==> run_1/cell_classes.png <==
Bar = 50 um.
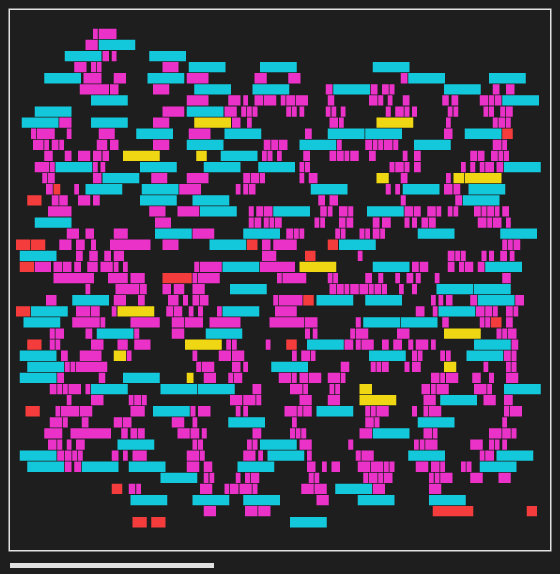
==> run_1/pdn.png <==
Pins as bars on the die edge. Tap cells in gray.
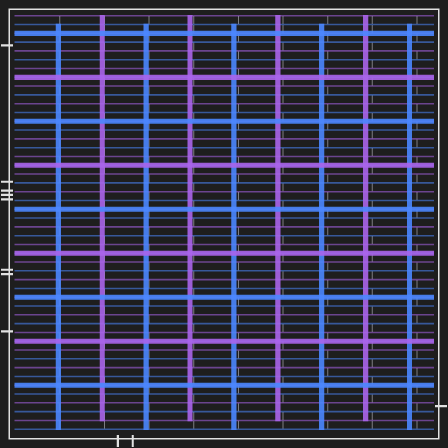
==> run_1/gate_families.png <==
Bar = 50 um.
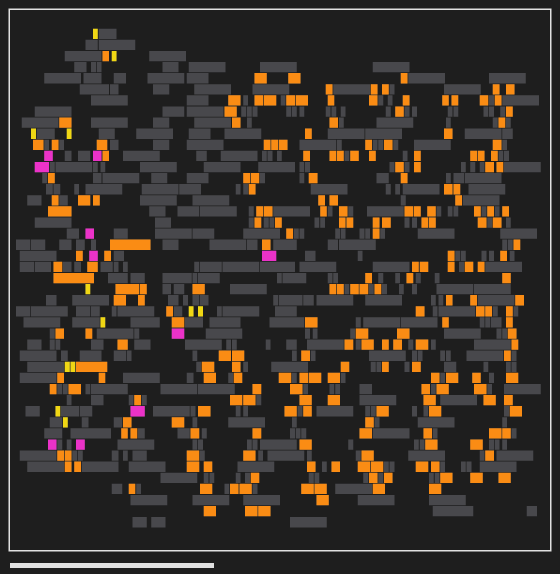
--- src/rtl/xor_decrypt_rx.sv ---
// xor_decrypt_rx: receive-side XOR decryptor.
// Deserializes a KEY_SIZE-bit key and a MSG_SIZE-bit ciphertext from the shared
// serial pin iData_in (MSB first), each qualified by its own flag. It XORs every
// KEY_SIZE-bit chunk of the ciphertext with the key, one chunk per cycle with the
// MSB chunk first, and then streams the plaintext out MSB first on oPlain_out/oPlain_flag.
//
// Ports:
//   clk, rst_n    clock and asynchronous active-low reset
//   ena           clock enable; when low, all state and outputs hold
//   iData_in      shared serial data
//   iKey_flag     iData_in carries a key bit (this flag wins over iCipher_flag)
//   iCipher_flag  iData_in carries a ciphertext bit
//   oPlain_out    serial plaintext bit
//   oPlain_flag   oPlain_out is valid
//   oBusy         high while decrypting or sending
//   oDone         one-cycle pulse after the last plaintext bit
//   oError        one-cycle pulse when a ciphertext load is aborted
//
// Optional feature: when XOR_RX_KEY_CLEAR_EN is defined, the key and its counter
// clear on the oDone cycle (one-time-key mode). When it is undefined, the key
// persists until reset.
module xor_decrypt_rx #(
    parameter int MSG_SIZE = 64,
    parameter int KEY_SIZE = 8
) (
    input  logic clk,
    input  logic rst_n,
    input  logic ena,
    input  logic iData_in,
    input  logic iKey_flag,
    input  logic iCipher_flag,
    output logic oPlain_out,
    output logic oPlain_flag,
    output logic oBusy,
    output logic oDone,
    output logic oError
);
    localparam int NCHUNK = MSG_SIZE / KEY_SIZE;
    localparam int KCW    = $clog2(KEY_SIZE + 1);
    localparam int MCW    = $clog2(MSG_SIZE + 1);
    localparam int CCW    = $clog2(NCHUNK + 1);

    typedef enum logic [2:0] {
        S_IDLE     = 3'd0,
        S_LOAD     = 3'd1,
        S_WAIT_KEY = 3'd2,
        S_DECRYPT  = 3'd3,
        S_SEND     = 3'd4
    } state_t;

    // XOR the key into chunk idx (idx 0 is the most significant chunk).
    function automatic logic [MSG_SIZE-1:0] xor_chunk(
        input logic [MSG_SIZE-1:0] msg,
        input logic [KEY_SIZE-1:0] key,
        input logic [CCW-1:0]      idx
    );
        logic [MSG_SIZE-1:0] mask;
        mask = MSG_SIZE'(key) << ((NCHUNK - 1 - int'(idx)) * KEY_SIZE);
        return msg ^ mask;
    endfunction

    state_t               state_q, state_d;
    logic [KEY_SIZE-1:0]  key_q, key_d;
    logic [KCW-1:0]       key_cnt_q, key_cnt_d;
    logic [KEY_SIZE-1:0]  key_snap_q, key_snap_d;
    logic [MSG_SIZE-1:0]  msg_q, msg_d;
    logic [MCW-1:0]       cnt_q, cnt_d;
    logic [CCW-1:0]       chunk_q, chunk_d;
    logic [MCW-1:0]       send_cnt_q, send_cnt_d;
    logic                 plain_out_q, plain_out_d;
    logic                 plain_flag_q, plain_flag_d;
    logic                 busy_q, busy_d;
    logic                 done_q, done_d;
    logic                 error_q, error_d;

    logic key_full_s;
    logic cipher_bit_s;
    logic last_cipher_s;
    logic send_end_s;

    assign key_full_s    = (key_cnt_q == KCW'(KEY_SIZE));
    // A simultaneous key bit takes the pin, so the ciphertext does not advance.
    assign cipher_bit_s  = iCipher_flag & ~iKey_flag;
    assign last_cipher_s = cipher_bit_s & (cnt_q == MCW'(MSG_SIZE - 1));
    assign send_end_s    = (send_cnt_q == MCW'(MSG_SIZE));

    // Key shift register and saturating key counter.
    always_comb begin
        key_d     = key_q;
        key_cnt_d = key_cnt_q;
`ifdef XOR_RX_KEY_CLEAR_EN
        if ((state_q == S_SEND) && send_end_s) begin
            key_d     = {KEY_SIZE{1'b0}};
            key_cnt_d = {KCW{1'b0}};
        end else
`endif
        if (iKey_flag && !key_full_s) begin
            key_d     = (key_q << 1) | KEY_SIZE'(iData_in);
            key_cnt_d = key_cnt_q + KCW'(1);
        end else begin
            key_d     = key_q;
            key_cnt_d = key_cnt_q;
        end
    end

    // FSM state register.
    always_ff @(posedge clk or negedge rst_n) begin
        if (!rst_n) begin
            state_q <= S_IDLE;
        end else if (ena) begin
            state_q <= state_d;
        end
    end

    // FSM next-state logic.
    always_comb begin
        state_d = state_q;
        case (state_q)
            S_IDLE: begin
                if (cipher_bit_s) state_d = S_LOAD;
                else              state_d = S_IDLE;
            end
            S_LOAD: begin
                if (!iCipher_flag)      state_d = S_IDLE;
                else if (last_cipher_s) state_d = key_full_s ? S_DECRYPT : S_WAIT_KEY;
                else                    state_d = S_LOAD;
            end
            S_WAIT_KEY: begin
                if (key_full_s) state_d = S_DECRYPT;
                else            state_d = S_WAIT_KEY;
            end
            S_DECRYPT: begin
                if (chunk_q == CCW'(NCHUNK - 1)) state_d = S_SEND;
                else                             state_d = S_DECRYPT;
            end
            S_SEND: begin
                if (send_end_s) state_d = S_IDLE;
                else            state_d = S_SEND;
            end
            default: state_d = S_IDLE;
        endcase
    end

    // Datapath and output logic.
    always_comb begin
        msg_d        = msg_q;
        cnt_d        = cnt_q;
        chunk_d      = chunk_q;
        send_cnt_d   = send_cnt_q;
        key_snap_d   = key_snap_q;
        plain_out_d  = plain_out_q;
        plain_flag_d = plain_flag_q;
        done_d       = 1'b0;
        error_d      = 1'b0;
        busy_d       = (state_d == S_DECRYPT) || (state_d == S_SEND);
        case (state_q)
            S_IDLE: begin
                if (cipher_bit_s) begin
                    msg_d = {msg_q[MSG_SIZE-2:0], iData_in};
                    cnt_d = MCW'(1);
                end else begin
                    cnt_d = cnt_q;
                end
            end
            S_LOAD: begin
                if (!iCipher_flag) begin
                    error_d = 1'b1;
                    cnt_d   = {MCW{1'b0}};
                end else if (cipher_bit_s) begin
                    msg_d = {msg_q[MSG_SIZE-2:0], iData_in};
                    cnt_d = cnt_q + MCW'(1);
                    // Latch the key now so later key traffic cannot disturb decryption.
                    if (last_cipher_s && key_full_s) begin
                        key_snap_d = key_q;
                        chunk_d    = {CCW{1'b0}};
                    end else begin
                        key_snap_d = key_snap_q;
                    end
                end else begin
                    cnt_d = cnt_q;
                end
            end
            S_WAIT_KEY: begin
                if (key_full_s) begin
                    key_snap_d = key_q;
                    chunk_d    = {CCW{1'b0}};
                end else begin
                    key_snap_d = key_snap_q;
                end
            end
            S_DECRYPT: begin
                msg_d   = xor_chunk(msg_q, key_snap_q, chunk_q);
                chunk_d = chunk_q + CCW'(1);
                // The first plaintext bit is presented on the final decrypt edge.
                if (chunk_q == CCW'(NCHUNK - 1)) begin
                    plain_flag_d = 1'b1;
                    plain_out_d  = msg_d[MSG_SIZE-1];
                    send_cnt_d   = MCW'(1);
                end else begin
                    plain_flag_d = plain_flag_q;
                end
            end
            S_SEND: begin
                if (send_end_s) begin
                    plain_flag_d = 1'b0;
                    plain_out_d  = 1'b0;
                    done_d       = 1'b1;
                    cnt_d        = {MCW{1'b0}};
                    send_cnt_d   = {MCW{1'b0}};
                end else begin
                    msg_d       = msg_q << 1;
                    plain_out_d = msg_q[MSG_SIZE-2];
                    send_cnt_d  = send_cnt_q + MCW'(1);
                end
            end
            default: begin
                plain_flag_d = 1'b0;
                plain_out_d  = 1'b0;
            end
        endcase
    end

    // Datapath and output registers.
    always_ff @(posedge clk or negedge rst_n) begin
        if (!rst_n) begin
            key_q        <= {KEY_SIZE{1'b0}};
            key_cnt_q    <= {KCW{1'b0}};
            key_snap_q   <= {KEY_SIZE{1'b0}};
            msg_q        <= {MSG_SIZE{1'b0}};
            cnt_q        <= {MCW{1'b0}};
            chunk_q      <= {CCW{1'b0}};
            send_cnt_q   <= {MCW{1'b0}};
            plain_out_q  <= 1'b0;
            plain_flag_q <= 1'b0;
            busy_q       <= 1'b0;
            done_q       <= 1'b0;
            error_q      <= 1'b0;
        end else if (ena) begin
            key_q        <= key_d;
            key_cnt_q    <= key_cnt_d;
            key_snap_q   <= key_snap_d;
            msg_q        <= msg_d;
            cnt_q        <= cnt_d;
            chunk_q      <= chunk_d;
            send_cnt_q   <= send_cnt_d;
            plain_out_q  <= plain_out_d;
            plain_flag_q <= plain_flag_d;
            busy_q       <= busy_d;
            done_q       <= done_d;
            error_q      <= error_d;
        end
    end

    assign oPlain_out  = plain_out_q;
    assign oPlain_flag = plain_flag_q;
    assign oBusy       = busy_q;
    assign oDone       = done_q;
    assign oError      = error_q;
endmodule

--- config.mk ---
export PLATFORM = sky130hd
export DESIGN_NAME = xor_decrypt_rx
export DESIGN_NICKNAME = d
export VERILOG_FILES = /design/src/rtl/xor_decrypt_rx.sv
export SDC_FILE = /design/constraint.sdc
export NUM_CORES = 1
export LEC_CHECK = 0
export CORE_UTILIZATION = 39
export DETAILED_ROUTE_END_ITERATION = 16
export PLACE_DENSITY = 0.51
export REMOVE_ABC_BUFFERS = 1
export SLEW_MARGIN = 30
export SYNTH_ARGS = -nofsm -noshare
export SYNTH_HDL_FRONTEND = slang
export SYNTH_SLANG_ARGS = --single-unit
--- constraint.sdc ---
create_clock -name clk -period 5 [get_ports clk]
set_input_delay 1.5 -clock clk [delete_from_list [all_inputs] [get_ports clk]]
set_output_delay 1.5 -clock clk [all_outputs]
set_load 0.005 [all_outputs]
==> results.txt, run 1 <==
Results of the run.

The run finished with clean final reports. The final number of max-transition violations is 0. Post-CTS repair changed the size of 0 cells. According to the cell report, flip-flops and latches in the layout number between 100 and 150.

Internal power comes to 1940 uW. Static timing analysis puts the maximum clock frequency at 297 MHz. The non-clock buffer share of cell area is 3.01%. The routed wirelength on the met1 layer is recorded as 7520 um. Total global-route track usage over all layers is 19.2%. The compound-cell area share of the yosys netlist is around a quarter.

The mux contribution to synthesized area is under 10%. Clock-pin slew was measured on the worst setup and hold paths at 0.08 ns. Using the TritonRoute via totals, the vias-per-cell ratio works out to between 5 and 6. Dividing the detail-routed wire length by the instance count gives approximately 17 um.

During synthesis, Yosys emitted a total of 0 warnings. The HPWL after detailed placement is 9750 um. The net count of the finished layout is 721. The fraction of final cell area spent on clock buffers and inverters in this run is 4.01%.

Setup repair after global routing left no endpoint under its margin. The power per cell area is roughly 440 nW/um^2. The depth of the worst hold-timing path is 2. The violation count after the first detailed-route iteration is 343. The worst-case setup slack after placement is 1.26 ns.

In this run the number of H-tree levels came out at 3. In this run the tools logged warnings totalling 29. The number of buffers added for setup after CTS is 0. The routed wire length is 16000 um. Per the detail_route log, the uppermost layer with routed signals is met4. The reg-to-reg setup timing slack is ~2.5 ns.

The number of buffers other than clock buffers in the final layout is 21. Summing all multi-input logic gate instances after layout gives approximately 3400 sq um. For the worst-skew pair, the clock arrives at the later sink with an insertion delay of 0.37 ns. The met2 layer wire length in the routed design is approximately 7400 um. The TritonCTS clock tree is yes.

The clock passes through at most 2 buffers. The cell type with the highest aggregate area in the netlist is sky130_fd_sc_hd__dfrtp_1. The total met3 wirelength after detailed routing is 695 um. The setup-violating endpoint count in the final report is 0. The number of multi-input combinational cells in the layout is 555.

The actual transition at the worst max-transition pin is 0.843 ns. Among all flip-flop cells after synthesis, the most frequent one is sky130_fd_sc_hd__dfrtp_1. The number of iterations in the first detailed-routing pass is 4. The remaining global-route overflow is 0. The fraction of post-synthesis cell area in the top cell type by area is 41.6%. In the final layout, flip-flops and latches occupy 2750 sq um. met2 is the most crowded layer. The most numerous cell on the critical path is sky130_fd_sc_hd__a21oi_1. The clock group power is 714 uW. The required time of the worst setup path is 5.29 ns. Compared with the post-synthesis result, the final layout area differs by 5.48%. The net switching component of the power is ~1100 uW.

The number of tap instances is 220. The overall die size recorded for this design is 17500 sq um. The cell leakage power is ~0.0024 uW.

The remaining max-slew budget at the tightest pin is 43.6%. The number of global-route vias before repair was 5019. The hold violation total from the final report is 0. The worst hold path endpoint is oPlain_flag.

The number of routed nets with antenna violations is 0. For this design the top-level I/O count stands at 11. The met2 track demand over resource is slightly above 30%. The stat command in Yosys gives a chip area of 6620 sq um.

Per the layout report, the design carries 12 non-clock inverters. The effective utilization at floorplan is between 30% and 40%. The part of the power in the clock network is 23.2%. The number of clock sinks seen by CTS is 110. The share of power burned in combinational logic is between 20 and 30%.

The setup path with the least slack is of type input port to flip-flop. In this run the tool buffered the top-level ports with 10 buffer cells. The met1 routing resource usage after global routing is 24.7%.

Max-cap violations in this run came to 0. The number of clock buffers added by TritonCTS is 9. By area the synthesized netlist is led by sky130_fd_sc_hd__dfrtp_1 42%, sky130_fd_sc_hd__nand2_1 12%, sky130_fd_sc_hd__a21oi_2 7.9%, sky130_fd_sc_hd__o22ai_1 6.2%, sky130_fd_sc_hd__a21oi_1 5.4%. The layout clock buffer count is 9. Per the synth log, the flip-flop and latch total comes to 110. The number of filler instances in the final layout is 1662. Per the timing report, the most critical flop-to-flop path finishes at msg_q[23]. After technology mapping, the gate count stands at about 740.

The startpoint of the tightest hold check path is oPlain_flag. The share of cells above drive strength 1 is 18.5%. After Yosys synthesis, XOR and XNOR cells account for 0.661% of the synthesized area. The synthesized netlist occupies a cell area of 6620 sq um. The number of buffers inserted for hold repair after clock tree synthesis is 0.

Per the synthesis report, the simple-gate share of the synthesized area is 20.3%. The root buffer selected by CTS is sky130_fd_sc_hd__clkbuf_16. After synthesis, the largest family of logic cells by area is AND-OR/OR-AND gates. The sequential share of power is between 40% and 50%.

The top cell types in the final layout, fill and taps aside, are 214 x sky130_fd_sc_hd__nand2_1, 110 x sky130_fd_sc_hd__dfrtp_1, 71 x sky130_fd_sc_hd__a21oi_1. The post-synthesis cell count from yosys is around 740. Net switching is approximately 37% of the power. The synthesized design contains 0 enable-type register cells. Hold is met by 0.486 ns. The first global-routing pass estimated 26300 um of wire.

The number of remaining DRC errors is 0. The final estimated routing congestion in global placement is about 0.77. The power of the combinational group is 886 uW. For reference, the placement row count at floorplan is 47.

After layout, the worst setup slack is 1.63 ns. The standard cell with the maximum stage delay on the critical path is sky130_fd_sc_hd__clkdlybuf4s50_1. The group with the largest share of power is registers. The mean instance size in the synthesized netlist is 8.95 sq um. The setup TNS after final layout is 0 ns. The number of cell instances on the worst register-to-register path is 6.

Detailed placement reports a standard cell area of 6700 sq um. The stage delay of the slowest cell on the critical path is 0.82 ns. The share of the yosys chip area belonging to registers is ~42%.

STA lists the startpoint of the worst register-to-register path as state_q[2]. The peak fanout along the critical path is 128. STA classifies the critical path endpoint as a flip-flop. The count of vias placed by the detailed router is 5205.

The cell class with the largest area share is combinational gates. The maximum number of pins on one net before global-route repair is 129. The kind of start point of the critical path is an input port. The shortest clock period the worst path allows after layout is 3.37 ns. The tightest min-delay check is of the flip-flop to flip-flop type.

Global routing used approximately 4.7% of the available met3 tracks. The synthesis report gives the async set-or-reset register share as 100%. The flip-flop and latch power is 1480 uW.

The clock skew after layout is between 0.007 and 0.008 ns. The number of library cell types mapped by synthesis is 64. The number of diodes is 0. The OpenROAD report gives the critical path a data arrival time of 3.66 ns. The final worst-path cycle share is 67.4%. The number of antenna violations at the first check in global routing is 0.

For reference, full adder, half adder and majority cells occupy 1.13% of the area reported after synthesis. For reference, the critical path cell chain is clkdlybuf4s50_1, o41ai_4, a21oi_4, buf_12, a21oi_1, a21oi_1.
Back to the opening pictures, cell_classes.png:
class	color	cells
all other logic	magenta	567
other buffers and delay cells	red	21
flops	cyan	110
clock drivers and dummy loads	yellow	16
Core Box Area: 16600 sq um
proportion of cell area occupied by registers: 39.4%
Post-Layout Inst Area: 6990 sq um
Post-Route Utilization: 42.1%

Back to the opening pictures, pdn.png:
net	color
VSS	blue
VDD	purple
met1 rails	48
signal pins	11
rows	47
Die Ht: 132 um
largest voltage drop on the vdd net: 200 uV
die span in x: 132 um

Back to the opening pictures, gate_families.png:
family	color	cells	most used
inverters	yellow	12	inv_1
AND and OR gates	magenta	10	and3_1
inverting AOI/OAI gates	orange	233	a21oi_1
non-filler instance count after layout: 934
combinational fraction of the cell area: 49.0%
most frequent logic cell in the layout: sky130_fd_sc_hd__nand2_1

[run 1: synth_stat cells, types with 10 or more instances]
cell type / count
sky130_fd_sc_hd__o22ai_1: 66
sky130_fd_sc_hd__mux2_4: 10
sky130_fd_sc_hd__a21oi_1: 71
sky130_fd_sc_hd__inv_1: 11
sky130_fd_sc_hd__nor2_1: 20
sky130_fd_sc_hd__dfrtp_1: 110
sky130_fd_sc_hd__clkbuf_1: 21
sky130_fd_sc_hd__nand2_1: 214
sky130_fd_sc_hd__a21oi_2: 60
sky130_fd_sc_hd__o21ai_0: 19
sky130_fd_sc_hd__buf_2: 19
[run 1: state kept, by name (all words and copies together), names as in the netlist]
signal and flops:
oPlain_flag 1, oBusy 1, oDone 1, chunk_q 4, key_cnt_q 4, state_q 3
key_q 8, cnt_q 7, msg_q 64, key_snap_q 8, send_cnt_q 7, oPlain_out 1
oError 1
[run 1: per-stage QoR]
step | std cells | total power [uW]
after global routing | 934 | 3280
after detailed placement | 917 | 2380
final | 934 | 3080
after global placement | 916 | 2330
after floorplan | 677 | 2110
after CTS | 933 | 3110
[run 1: critical path: cells and delay by family]
| family | cells | cell delay (ns) |
|---|---|---|
| compound gates | 4 | 0.75 |
| buf+inv | 2 | 1.31 |
[run 1: how the worst max path moves through the flow]
| stage | cells after the start | startpoint | slack [ns] | to |
|---|---|---|---|---|
| after floorplan | 5 | state_q[0] | -1.38 | msg_q[0] |
| after global placement | 5 | ena | 1.28 | key_snap_q[1] |
| after detailed placement | 6 | ena | 1.26 | msg_q[28] |
| after CTS | 6 | ena | 1.65 | msg_q[28] |
| after global routing | 6 | ena | 1.46 | msg_q[9] |
| final | 6 | ena | 1.63 | msg_q[23] |
==> run_1/final_clocks.png <==
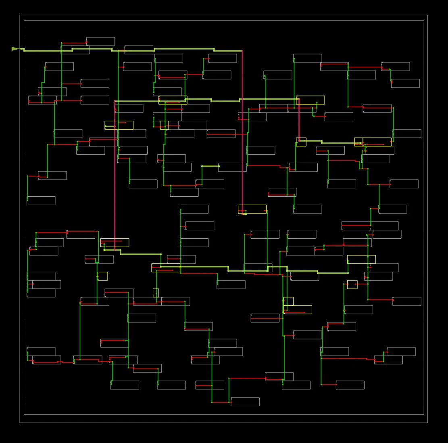

==> inputs of run 2 (changes only) <==
--- a/config.mk
+++ b/config.mk
@@ -7,7 +7,7 @@
 export LEC_CHECK = 0
 export CORE_UTILIZATION = 39
 export DETAILED_ROUTE_END_ITERATION = 16
-export PLACE_DENSITY = 0.51
+export PLACE_DENSITY = 0.53
 export REMOVE_ABC_BUFFERS = 1
 export SLEW_MARGIN = 30
 export SYNTH_ARGS = -nofsm -noshare
==> constraint.sdc (replaced) <==
create_clock -name clk -period 2.7 [get_ports clk]
set_input_delay 0.81 -clock clk [delete_from_list [all_inputs] [get_ports clk]]
set_output_delay 0.81 -clock clk [all_outputs]
set_load 0.005 [all_outputs]
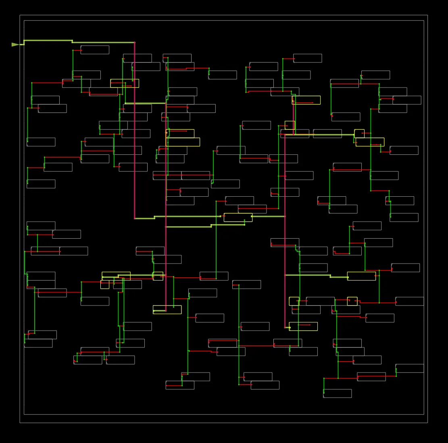
(run_2/final_clocks.png)
power attributed to the clock group: 1400 uW
number of buffers created by CTS: 9
later-pin clock latency in the skew report: 0.36 ns

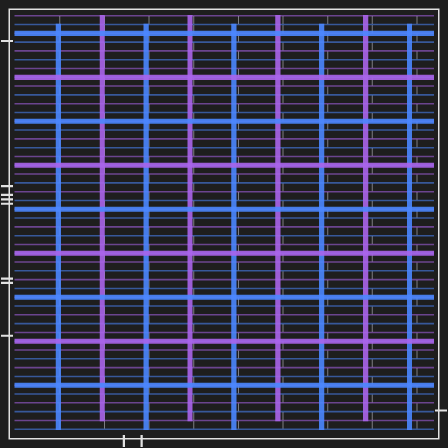
(run_2/pdn.png)
Pins as bars on the die edge. Tap cells in gray.
net	color
VSS	blue
VDD	purple
rows	47
met5 straps	9
tap cells	220
signal pins	11
largest voltage drop on the vdd net: 365 uV

==> run 2 against run 1 <==
  * Clock-buffer cell count unchanged
  * Combinational power grew 110%
  * First-iteration DRC count increased by 7.3%
  * Synthesized cell count did not move
  * Final cell count up 3.1%
  * Clock skew shrank 0.0020 ns
==> results.txt, run 2 <==
Results of the run.

The run finished with clean final reports. Once the clock tree was built, the setup fixing pass inserted 0 buffers. The dominant register cell is sky130_fd_sc_hd__dfrtp_1. The net switching component of the power is 2150 uW. The top achievable clock speed is 424 MHz. The commonest cells after synthesis are 214 x sky130_fd_sc_hd__nand2_1, 110 x sky130_fd_sc_hd__dfrtp_1, 71 x sky130_fd_sc_hd__a21oi_1. The mean instance size in the synthesized netlist is slightly below 9 sq um.

The fraction of post-synthesis cell area in the top cell type by area is 41.6%. Detailed placement reports a standard cell area of about 7000 sq um. The part of the power in the clock network is 23.6%.

The total met3 wirelength after detailed routing is 753 um. Per the final timing report, the hold violations number 0. For met3 alone, demand over resource in global routing was 3.27%. The share of the yosys chip area belonging to registers is between 40% and 50%. The number of clock sinks seen by CTS is 110. After layout, the worst setup slack is 0.344 ns. The placement report lists the number of port buffers as 10.

The signal arrival time at the worst endpoint is around 2.6 ns. The final core utilization is 44.2%. Logic depth along the worst register-to-register path is recorded as 5.

Per the breakdown, switching nets consume a little over a third of all power. More flip-flops sit in one register than any other, and that register is msg_q. The synthesized instance count is 740. After detailed routing, the met2 layer carries around 7400 um of wire. The clock-pin slew of the registers on the worst-case setup and hold paths is 0.08 ns.

Global routing used 26.3% of the available met1 tracks. For this sky-water flow run, the detailed-routed wirelength per cell is reported as 16.7 um. The buffer-and-inverter tally for the worst setup path is 5. The initial utilization of the core area, before any placement, comes to 39.9%. The top cell types in the final layout, fill and taps aside, are 214 x sky130_fd_sc_hd__nand2_1, 110 x sky130_fd_sc_hd__dfrtp_1, 71 x sky130_fd_sc_hd__a21oi_1.

The maximum number of pins on one net before global-route repair is 57. The number of I/O pins is 11. Summed over all instances, the cell type with the most area after synthesis is sky130_fd_sc_hd__dfrtp_1. The most instantiated logic cell after routing is sky130_fd_sc_hd__nand2_1. The transition time recorded at the tightest slew-check pin is 0.572 ns. Per the placement report, the placed cell count is 947. The remaining global-route overflow is 0. The post-synthesis cell count from yosys is 740. The standard cell with the maximum stage delay on the critical path is sky130_fd_sc_hd__clkdlybuf4s50_1.

Excluding fillers, the count of instances in the completed layout stands at 963. The area growth from synthesis to layout is 10.6%. The total number of placement rows is about 47. In the final layout, the registers with the most flip-flops are msg_q x64, key_q x8, key_snap_q x8. The count of nets after finishing is ~750. Total global-route track usage over all layers is 19.2%. The multi-input gate area in the final layout is 3420 sq um. The synthesis stat section lists a flop and latch total of approximately 110. The reg-to-reg setup timing slack is 0.47 ns. In the per-layer breakdown of the detailed-route log, met1 shows 7560 um. The flow reports that combinational logic draws 30.6% of the design power. The remaining max-slew budget at the tightest pin is slightly above 60%.

The final timing report counts setup violations totalling 0. The violation count after the first detailed-route iteration is 368. The async set or reset register ratio after synthesis is 100%.

The global-route layer with the greatest usage is met2. For this run, the script counts the antenna cells in the layout as 0. Per the OpenROAD power report, leakage power amounts to 0.00254 uW. The most common cell in the synthesized netlist is sky130_fd_sc_hd__nand2_1.

The synthesized netlist has a Yosys-reported chip area of 6620 sq um. For met2 alone, demand over resource in global routing was 29.5%. The number of levels the H-tree was split into is 3.

Walking the worst path, the cells encountered are clkdlybuf4s50_1, buf_4, o41ai_4, buf_4, a21oi_4, buf_12, buf_12, a21oi_1, a21oi_1. The number of antenna violations at the first check in global routing was 0. The final timing report derives a shortest allowable period of around 2.4 ns. Detailed routing inserted a total of 5397 vias. STA lists the endpoint of the worst register-to-register path as msg_q[43].

The number of vias per cell after detailed routing is about 5.6. The final estimated routing congestion in global placement is roughly 0.79. Fill cells in the final layout number ~1600.

The number of routed nets with antenna violations is 0. The final power report lists total power as 5950 uW. The worst setup path is launched from an input port. Summing every instance area after synthesis gives 6620 sq um. The routed wire length is roughly 16000 um. The vertical die dimension reported for this design is between 100 and 150 um.

Setup repair after global routing left no endpoint under its margin. Per the timing report, the most critical flop-to-flop path originates at state_q[0]. The share of cells above drive strength 1 is between 20% and 30%. The flip-flop and latch area is 2750 sq um. In this run, post-CTS repair resized a total of 0 instances. Warnings reported by Yosys during synthesis add up to 0. The HPWL after detailed placement is 10500 um. According to the timing report, the data required time at the worst endpoint equals 2.95 ns. In this run the worst path has a maximum fanout of 24. The worst hold path class is input port to asynchronous set/reset pin.

The stage delay of the slowest cell on the critical path is 0.48 ns. The total die size is between 15000 and 20000 sq um. The longest clock path from root to sink contains 2 buffers. The final critical path takes up 87.3% of the cycle. The script computed a power per unit cell area of between 800 and 900 nW/um^2.

Summing over the stages, the warning tally comes to 27. The first-pass GRT wire length is 26400 um. The main area contributors are sky130_fd_sc_hd__dfrtp_1 42%, sky130_fd_sc_hd__nand2_1 12%, sky130_fd_sc_hd__a21oi_2 7.9%, sky130_fd_sc_hd__o22ai_1 6.2%, sky130_fd_sc_hd__a21oi_1 5.4%. Of the total power, registers draw 45.9%.
## run 2: cell counts after synthesis
Identical to the previous run, type by type.
## run 2: power groups by stage
stage | Combinational (uW) | Sequential [uW] | Clock [uW]
6_report | 1820 | 2730 | 1400
4_1_cts | 1830 | 2730 | 1450
3_3_place_gp | 1750 | 2730 | 0
2_1_floorplan | 1320 | 2600 | 0
5_1_grt | 2030 | 2810 | 1500
3_5_place_dp | 1820 | 2750 | 0
## run 2: area by class of cell
cell class                 instances  share of cell area, %
inverter                          12                  0.615
timing repair buffer              50                   7.14
clock buffer                       9                   3.07
multi-input combinational        555                   46.7
clock inverter                     7                   1.11
tap                              220                   3.76
sequential                       110                   37.6
## run 2: logic make-up (layout without fill, tap and decap cells)
| kind of cell | count (synthesis) | after routing | share of synthesized area (%) |
|---|---|---|---|
| buffers and inverters | 75 | 78 | 7.16 |
| AND-OR/OR-AND | 241 | 241 | 25.1 |
| XOR/XNOR | 5 | 5 | 0.661 |
| adder cells (fa/ha/maj) | 6 | 6 | 1.13 |
| multiplexers | 21 | 21 | 4.10 |
| AND/OR/NAND/NOR | 282 | 282 | 20.3 |
| flip-flops | 110 | 110 | 41.6 |
## run 2: worst max-delay path by stage
| stage | from | to | slack (ns) | depth (start not counted) |
|---|---|---|---|---|
| final | iCipher_flag | msg_q[28] | 0.34 | 9 |
| after global routing | iCipher_flag | msg_q[26] | 0.26 | 9 |
| after CTS | iCipher_flag | msg_q[28] | 0.35 | 9 |
| after detailed placement | iCipher_flag | msg_q[28] | -0.05 | 9 |
| after global placement | iCipher_flag | msg_q[7] | 0.007 | 9 |
| after floorplan | state_q[0] | msg_q[0] | -3.68 | 5 |
Power figures rest on the tool's default switching activity, not on a simulated workload.
